## config.mk

```make
export PLATFORM = sky130hd
export DESIGN_NAME = servo_ramp_ctrl
export DESIGN_NICKNAME = d
export VERILOG_FILES = /design/src/rtl/servo_pkg.sv /design/src/rtl/servo_cmd_fifo.sv /design/src/rtl/servo_ramp_ctrl.sv
export SDC_FILE = /design/constraint.sdc
export NUM_CORES = 1
export LEC_CHECK = 0
export CAP_MARGIN = 20
export CORE_MARGIN = 3
export CORE_UTILIZATION = 40
export DETAILED_ROUTE_END_ITERATION = 10
export GPL_TIMING_DRIVEN = 0
export PLACE_DENSITY = 0.68
export REMOVE_ABC_BUFFERS = 1
export SETUP_SLACK_MARGIN = 0.2
export SYNTH_ARGS = -nofsm -noshare
export SYNTH_HDL_FRONTEND = slang
export SYNTH_HIERARCHICAL = 1
export SYNTH_SLANG_ARGS = --single-unit
```

## constraint.sdc

```tcl
create_clock -name CLK -period 7.33 [get_ports CLK]
set_input_delay 1.466 -clock CLK [delete_from_list [all_inputs] [get_ports CLK]]
set_output_delay 1.466 -clock CLK [all_outputs]
set_load 0.01 [all_outputs]
```

## src/rtl/servo_pkg.sv

```systemverilog
// servo_pkg: shared FSM state, command record, default limits and the range clamp
package servo_pkg;
  typedef enum logic {IDLE, RAMP} state_t;
  typedef struct packed {
    logic [15:0] target;
    logic [7:0]  step;
  } cmd_t;
  localparam int MIN_US_D    = 1000;
  localparam int MAX_US_D    = 2000;
  localparam int CENTER_US_D = 1500;
  localparam int FRAME_US_D  = 20000;
  function automatic logic [15:0] clamp(input logic [15:0] v, input logic [15:0] lo, input logic [15:0] hi);
    return v < lo ? lo : (v > hi ? hi : v);
  endfunction
endpackage

```

## src/rtl/servo_cmd_fifo.sv

```systemverilog
// servo_cmd_fifo: 2-deep command queue (clk, rst, i_push/i_din in, i_pop, o_head/o_full/o_empty out)
module servo_cmd_fifo
  import servo_pkg::*;
(
  input  logic clk,
  input  logic rst,
  input  logic i_push,
  input  logic i_pop,
  input  cmd_t i_din,
  output cmd_t o_head,
  output logic o_full,
  output logic o_empty
);
  cmd_t       r_mem [2];
  logic [1:0] r_cnt;
  logic       r_wp, r_rp;
  logic       w_push, w_pop;
  assign o_full  = r_cnt == 2'd2;
  assign o_empty = r_cnt == 2'd0;
  assign o_head  = r_mem[r_rp];
  assign w_push  = i_push && !o_full;
  assign w_pop   = i_pop && !o_empty;
  always_ff @(posedge clk) begin
    if (rst) begin
      r_cnt <= '0;
      r_wp  <= 1'b0;
      r_rp  <= 1'b0;
    end else begin
      if (w_push) begin
        r_mem[r_wp] <= i_din;
        r_wp        <= ~r_wp;
      end
      if (w_pop) r_rp <= ~r_rp;
      r_cnt <= r_cnt + 2'(w_push) - 2'(w_pop);
    end
  end
endmodule

```

## src/rtl/servo_ramp_ctrl.sv

```systemverilog
// servo_ramp_ctrl: queued, slew-limited servo pulse_len sequencer (cmd_valid/ready/target/step in, pulse_len/frame_tick/busy/at_target out)
module servo_ramp_ctrl
  import servo_pkg::*;
#(
  parameter int CLK_F     = 50,
  parameter int FRAME_US  = FRAME_US_D,
  parameter int MIN_US    = MIN_US_D,
  parameter int MAX_US    = MAX_US_D,
  parameter int CENTER_US = CENTER_US_D
) (
  input  logic        CLK,
  input  logic        RST,
  input  logic        cmd_valid,
  output logic        cmd_ready,
  input  logic [15:0] cmd_target,
  input  logic [7:0]  cmd_step,
  output logic [15:0] pulse_len,
  output logic        frame_tick,
  output logic        busy,
  output logic        at_target
);
  logic [15:0] r_pre, r_us, r_pulse, r_tgt, w_pulse_nx, w_tgt_nx, w_step16;
  logic [7:0]  r_step, w_step_nx;
  logic [16:0] w_diff;
  state_t      r_state, w_state_nx;
  cmd_t        w_din, w_head;
  logic        w_us_tick, w_full, w_empty, w_pop, w_up, w_done;
  assign w_us_tick  = r_pre == 16'(CLK_F - 1);
  assign frame_tick = w_us_tick && r_us == 16'(FRAME_US - 1);
  always_ff @(posedge CLK) begin
    if (RST) begin
      r_pre <= '0;
      r_us  <= '0;
    end else begin
      r_pre <= w_us_tick ? '0 : r_pre + 16'd1;
      if (w_us_tick) r_us <= r_us == 16'(FRAME_US - 1) ? '0 : r_us + 16'd1;
    end
  end
  assign cmd_ready = !w_full && !RST;
  assign w_din     = '{target: clamp(cmd_target, 16'(MIN_US), 16'(MAX_US)), step: cmd_step};
  assign w_pop     = r_state == IDLE && !w_empty;
  servo_cmd_fifo u_fifo (
    .clk    (CLK),
    .rst    (RST),
    .i_push (cmd_valid && cmd_ready),
    .i_pop  (w_pop),
    .i_din  (w_din),
    .o_head (w_head),
    .o_full (w_full),
    .o_empty(w_empty)
  );
  assign w_up     = r_tgt > r_pulse;
  assign w_diff   = w_up ? {1'b0, r_tgt} - {1'b0, r_pulse} : {1'b0, r_pulse} - {1'b0, r_tgt};
  assign w_done   = r_step == 8'd0 || w_diff <= 17'(r_step);
  assign w_step16 = {8'd0, r_step};
  always_comb begin
    w_state_nx = r_state;
    w_tgt_nx   = r_tgt;
    w_step_nx  = r_step;
    w_pulse_nx = r_pulse;
    if (r_state == IDLE) begin
      if (!w_empty) begin
        w_state_nx = RAMP;
        w_tgt_nx   = w_head.target;
        w_step_nx  = w_head.step;
      end
    end else if (frame_tick) begin
      w_pulse_nx = w_done ? r_tgt : (w_up ? r_pulse + w_step16 : r_pulse - w_step16);
      w_state_nx = w_done ? IDLE : RAMP;
    end
  end
  always_ff @(posedge CLK) begin
    if (RST) begin
      r_state <= IDLE;
      r_pulse <= 16'(CENTER_US);
      r_tgt   <= 16'(CENTER_US);
      r_step  <= '0;
    end else begin
      r_state <= w_state_nx;
      r_pulse <= w_pulse_nx;
      r_tgt   <= w_tgt_nx;
      r_step  <= w_step_nx;
    end
  end
  assign pulse_len = r_pulse;
  assign busy      = r_state == RAMP || !w_empty;
  assign at_target = r_state == IDLE && w_empty;
endmodule

```

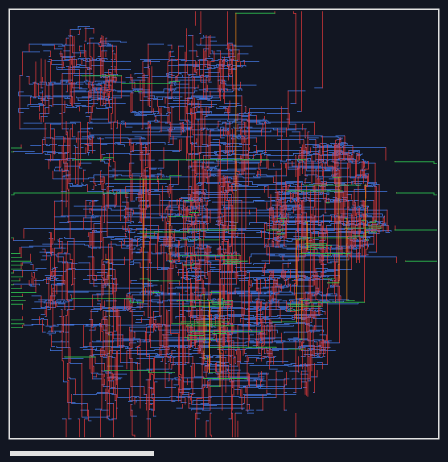
layers.png
The bar under the picture is 50 um long.
color	layer	wire length
blue	M1	8,780 um
red	M2	8,740 um
green	M3	899 um
orange	M4	410 um

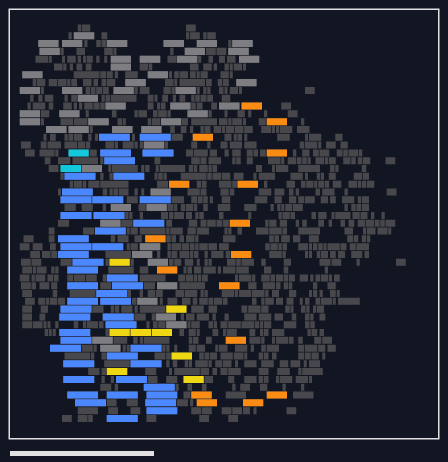
ff_map.png
The bar under the picture is 50 um long.
color	signal	flops
blue	u_fifo/r_mem	48
cyan	u_fifo/r_cnt	2
orange	pulse_len	16
yellow	r_step	8
not colored	52

==> Changelog: implementation <==
### Changed

* Outcome: complete, no violations
* Register-to-Register Path Depth at 21
* Crit-path cells: inv_1 -> ha_1 -> nand4_2 -> nor4_4 -> nor2_1 -> a31oi_4 -> nand2_2 -> a211oi_1 -> a21oi_1 -> xor2_1 -> ha_1 -> a211oi_1 -> nand2_1 -> o31ai_1 -> nor3b_1 -> nand4_1 -> or4_1 -> a211oi_2 -> a21oi_4 -> mux2i_1 -> a211oi_1
* GR Util met1 at 23.50%
* Hold Startpoint: r_step[4]
* Unrepaired setup endpoints after global routing: false
* Min Tclk post-route at 6.661 ns
* 1st-iter DRT viols at 447
* Unique masters post-synth at between 70 and 80
* Num CTS Buffers at 17
* Ports at 47
* CP startpoint kind: register
* Top cell type's share of synthesized area at 19.08%
* Met3 Usage GRT at around 3.3%
* First-pass GRT wire length at 31,090 um
* Chip height at 149.1 um
* Cell Rows at between 50 and 60
* Fin Clk Skew at 0.01060 ns
* Hold Path Stages at 2
* Gr usage total at between 10% and 20%
* CTS root buffer: clkbuf_16
* CP dominant cell by count: a211oi_1
* CTS tree: built
* # resized after CTS at 0
* Main flop type: dfxtp_1
* Final GP Congestion at around 0.9
* DPL Wire Length at approximately 14,000 um
* Kind of critical path: register to register
* Share of cells above drive strength 1 at 10.44%
* Max-cap violation count at 0
* Final period util at 90.87%
* Top cells by area, synth: dfxtp_1, edfxtp_1, ha_1
* Rel. slew slack at 34.94%
* Stage-log warning count at about 42
* CP delay by family, top: simple AND/OR/NAND/NOR gates
* # Cells Yosys at 914
* Synth top cell by count: nand2_1
* Max reg flops at 48
* Synth warnings at 6
* YS chip area at 8185 um^2
* Chip width at 149.1 um
* Most frequent logic cell in the layout: nand2_1
* Worst path required time at 7.60 ns
* CP Buf/Inv Count at 1
* Clock slew at reported path FFs at roughly 0.06 ns
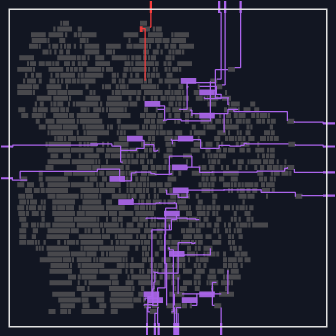
port_trees.png
color	port	direction	edge	end cells	buffers	wire
purple	pulse_len	output	7 bottom, 4 right, 3 top, 2 left	16	16	1,230 um
red	at_target	output	top	1	1	34.2 um

[tightest hold or removal path: cells and delay by family, from the launching register on]
family / cells / cell delay (ns)
AND-OR/OR-AND: 1 / 0.05
AND/OR/NAND/NOR: 1 / 0.06
flip-flops: 1 / 0.32
[area by class of cell]
| cell class | instances | area (um^2) | share of cell area [%] |
|---|---|---|---|
| clock inverter | 11 | 75.07 | 0.7916 |
| multi-input combinational | 688 | 4761 | 50.20 |
| inverter | 68 | 255.2 | 2.691 |
| timing repair buffer | 53 | 555.5 | 5.858 |
| sequential | 126 | 3003 | 31.66 |
| clock buffer | 21 | 503.0 | 5.303 |
| tap | 265 | 331.6 | 3.496 |
[cells by family after synthesis]
group	Yosys count
simple gates	312
compound gates	199
flops	126
buf+inv	109
fa+ha+maj	65
xor+xnor	55
mux	47
other cells	1
[per-stage QoR]
| step | area, um^2 | util, % | setup WS, ns | std cells |
|---|---|---|---|---|
| 5_1_grt | 9484 | 47.94 | 0.2882 | 1232 |
| 3_5_place_dp | 8879 | 44.88 | 0.8557 | 1199 |
| 6_report | 9484 | 47.94 | 0.6692 | 1232 |
| 2_1_floorplan | 8003 | - | 2.133 | 882 |
| 4_1_cts | 9457 | 47.81 | 0.7886 | 1231 |
| 3_3_place_gp | 8795 | 44.46 | 0.4233 | 1193 |
